`src/rtl/pong_pkg.sv`:
```
// rtl/pong_pkg.sv - shared playfield constants and AI paddle state encodings
package pong_pkg;

  localparam int COORD_W     = 13;
  localparam int FIELD_H     = 1920;
  localparam int PADDLE_STEP = 16;

  localparam logic [1:0] AI_IDLE   = 2'd0;
  localparam logic [1:0] AI_CENTER = 2'd1;
  localparam logic [1:0] AI_TRACK  = 2'd2;
  localparam logic [1:0] AI_WAIT   = 2'd3;

endpackage

```
`src/rtl/lfsr16.sv`:
```
// rtl/lfsr16.sv - 16-bit Fibonacci LFSR (taps 16,14,13,11), seed 16'hACE1
module lfsr16 (
  input  logic        clk,
  input  logic        rst,
  input  logic        step,
  output logic [15:0] value
);

  logic feedback;

  assign feedback = value[15] ^ value[13] ^ value[12] ^ value[10];

  always_ff @(posedge clk) begin
    if (rst) begin
      value <= 16'hACE1;
    end else if (step) begin
      value <= {value[14:0], feedback};
    end
  end

endmodule

```
`src/rtl/paddle_ai_ctrl.sv`:
```
// rtl/paddle_ai_ctrl.sv - computer-opponent paddle command generator; PADDLE_AI_JITTER_EN adds LFSR target jitter
module paddle_ai_ctrl
  import pong_pkg::*;
#(
  parameter int FIELD_H     = pong_pkg::FIELD_H,
  parameter int DEADBAND    = pong_pkg::PADDLE_STEP,
  parameter int REACT_TICKS = 4,
  parameter int SIDE        = 0
) (
  input  logic        clk,
  input  logic        rst,
  input  logic        enable,
  input  logic        frame_tick,
  input  logic [12:0] ball_y,
  input  logic        ball_dx_neg,
  input  logic [12:0] paddle_y,
  input  logic [12:0] paddle_size,
  output logic        move_up,
  output logic        move_down,
  output logic [1:0]  state_out
);

  localparam logic [13:0] FH14       = 14'(FIELD_H);
  localparam logic [13:0] DB14       = 14'(DEADBAND);
  localparam logic [7:0]  REACT_INIT = (REACT_TICKS > 0) ? 8'(REACT_TICKS - 1) : 8'd0;

  logic [1:0]  state;
  logic [7:0]  react_cnt;
  logic        approach;
  logic        approach_q;
  logic        flip;
  logic [13:0] track_tgt;
  logic [13:0] target;
  logic [13:0] pad14;
  logic [13:0] size14;
  logic        want_up;
  logic        want_down;

  assign approach = (SIDE == 0) ? ball_dx_neg : ~ball_dx_neg;
  assign flip     = approach != approach_q;

`ifdef PADDLE_AI_JITTER_EN
  localparam logic signed [15:0] FH_S = 16'(FIELD_H);

  logic [15:0]        lfsr_value;
  logic signed [15:0] jit_sum;
  logic               jitter_unused;

  lfsr16 u_lfsr (
    .clk   (clk),
    .rst   (rst),
    .step  (frame_tick),
    .value (lfsr_value)
  );

  assign jitter_unused = ^lfsr_value[15:6];
  assign jit_sum = $signed({3'b000, ball_y}) + $signed({10'd0, lfsr_value[5:0]}) - 16'sd32;

  // Offset can push the target outside the field; saturate so clamp logic stays meaningful
  always_comb begin
    track_tgt = jit_sum[13:0];
    if (jit_sum < 16'sd0) begin
      track_tgt = 14'd0;
    end else if (jit_sum > FH_S) begin
      track_tgt = FH14;
    end
  end
`else
  assign track_tgt = {1'b0, ball_y};
`endif

  assign target = (state == AI_TRACK) ? track_tgt : (FH14 >> 1);
  assign pad14  = {1'b0, paddle_y};
  assign size14 = {1'b0, paddle_size};

  // Bottom clamp written as pad+size >= FIELD_H so an oversized paddle_size cannot underflow
  assign want_down = (pad14 + DB14 < target) && !(pad14 + size14 >= FH14);
  assign want_up   = (pad14 > target + DB14) && !(pad14 <= size14);

  always_ff @(posedge clk) begin
    if (rst) begin
      state      <= AI_IDLE;
      react_cnt  <= 8'd0;
      approach_q <= 1'b0;
      move_up    <= 1'b0;
      move_down  <= 1'b0;
    end else begin
      move_up   <= 1'b0;
      move_down <= 1'b0;
      if (frame_tick) begin
        approach_q <= approach;
      end
      if (!enable) begin
        state <= AI_IDLE;
      end else begin
        case (state)
          AI_IDLE: state <= approach ? AI_TRACK : AI_CENTER;
          AI_CENTER, AI_TRACK: begin
            if (frame_tick) begin
              if (flip) begin
                if (REACT_TICKS > 0) begin
                  state     <= AI_WAIT;
                  react_cnt <= REACT_INIT;
                end else begin
                  state <= approach ? AI_TRACK : AI_CENTER;
                end
              end else begin
                move_up   <= want_up;
                move_down <= want_down;
              end
            end
          end
          default: begin
            if (frame_tick) begin
              if (flip) begin
                react_cnt <= REACT_INIT;
              end else if (react_cnt == 8'd0) begin
                state <= approach ? AI_TRACK : AI_CENTER;
              end else begin
                react_cnt <= react_cnt - 8'd1;
              end
            end
          end
        endcase
      end
    end
  end

  assign state_out = state;

endmodule

```
`config.mk`:
```
export PLATFORM = sky130hd
export DESIGN_NAME = paddle_ai_ctrl
export DESIGN_NICKNAME = d
export VERILOG_FILES = /design/src/rtl/pong_pkg.sv /design/src/rtl/lfsr16.sv /design/src/rtl/paddle_ai_ctrl.sv
export SDC_FILE = /design/constraint.sdc
export NUM_CORES = 1
export LEC_CHECK = 0
export ABC_AREA = 1
export CAP_MARGIN = 20
export CORE_MARGIN = 2
export CORE_UTILIZATION = 35
export CTS_CLUSTER_SIZE = 10
export DETAILED_ROUTE_END_ITERATION = 10
export MAX_ROUTING_LAYER = met4
export SLEW_MARGIN = 20
export SYNTH_ARGS = -nofsm -noshare
export SYNTH_HDL_FRONTEND = slang
export SYNTH_SLANG_ARGS = --single-unit
```
`constraint.sdc`:
```
create_clock -name clk -period 3.7 [get_ports clk]
set_clock_uncertainty 0.15 [all_clocks]
set_input_delay 0.74 -clock clk [delete_from_list [all_inputs] [get_ports clk]]
set_output_delay 0.74 -clock clk [all_outputs]
set_load 0.03 [all_outputs]
```
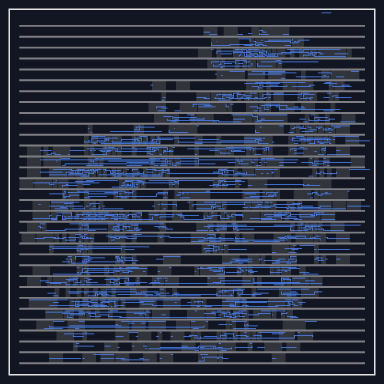
(images/met1.png)
Scale: 4 px per µm. Supply wires on this layer in gray.
main direction: horizontal
nets with wire on the layer: 528

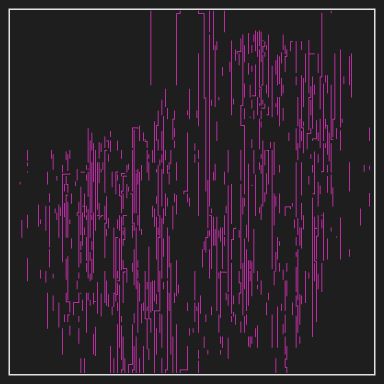
(images/met2.png)
Scale: 4 px per µm.
main direction: vertical
share of all routed wire: 48%

==> flow_summary.ini <==
; flow metrics
[run_status]
status = finished clean

[finish]
regArea_um2 = 260
sh_seq_area_pct = 7.94
lay_top_count = nand2_1
nClkBuffers = 4
comb_cells = 334
flops = 13
fin_cells = 578
num-fill-cells = 796
diodes = 0
inv_count = 81
final_nets = 578
clock_cell_area_share_pct = 1.37
drive_above_1_share_pct = 5.01
largest_reg_flops = 8
regMostFlops = react_cnt

[final_timing]
rsz0062_at_grt = no
holdWs_ns = 0.337
fmaxAchievable_mhz = 319
finalHoldViolations = 0
slew_violations = 0
slew_headroom_pct = 66.5
period_used_pct = 84.8
period_needed_ns = 3.14
worst_slack_ns = 0.561

[synth]
synth_nets = 527
ys_seq_share_pct = 9.82
ys_sh_mux_pct = 0
ys_cells = 429
syn_inst = 429
yosys_warnings = 0
ys_sh_simple_pct = 36.3
synthTopCellsByCount = nand2_1 (106), inv_1 (76), nor2_1 (57)
synth_area_mm2 = 0.00265
synth.cellmix.compoundShare_pct = 11.2
topCombFamilyByArea = simple AND/OR/NAND/NOR gates
top_area_cell = ha_1
syn_area_per_cell_um2 = 6.18

[pwr]
internal_power_uw = 386
p_clk_share_pct = 19.2
total_power_uw = 672
seq-power_uw = 155
power-per-cell-area_mw_per_mm2 = 205
power_switching_uw = 287
comb_power_share_pct = 57.7
power_leader = combinational cells
p_sw_share_pct = 42.6
comb_power_uw = 388
p_leak_uw = 0.00171

[placement]
dp.cells = 574
io_buffers = 47
post_dp_cell_area_mm2 = 0.00323
post-dp-hpwl_um = 5660
post-place-ws_ns = 0.310

[grt]
grt_max_degree = 12
grt_use_met1_pct = 21.1
busiest_layer = met2
grt_pass1_wl_um = 11300
gr-usage-met2_pct = 29.1

[setup_path]
critPathLaunch = ball_y[4]
crit_chain = clkdlybuf4s50_1, nand2_4, inv_1, ha_1, inv_1, nor4_2, nand4_1, xor2_1, ha_1, nand4_1, nor2_1, a211oi_1, nand3_1, nor2_1
rr_startpoint = state_out[0]
crit_arrival_ns = 3.18
cp_num_cells = 14
r2r_end = move_up
cpPeakStageDelay_ns = 0.50
critical_path_buf_inv_count = 3
cp_top_family = simple AND/OR/NAND/NOR gates
worstPathRequired_ns = 3.74
worstSetupEndpoint = move_up
reg2regPathDepth = 15

[floorplan]
core_area_mm2 = 0.00729
rows = 31
initCoreUtil_pct = 36.3
tap_cells = 99

[routing]
first_pass_iters = 4
wl_met3_um = 177
wl_met2_um = 3130
post_drt_via_cell_ratio = 4.65
vias = 2689

[clocking]
cts.hold.buffers_added = 0
clockBufferDepth = 2
clock-root-buffer = clkbuf_8
clock_latency_ns = 0.25

[worst_hold_path]
min_path_cells = 1
holdPathEnd = react_cnt[0]
holdCritStartpoint = react_cnt[0]
Power is estimated from default activity; no workload was simulated.
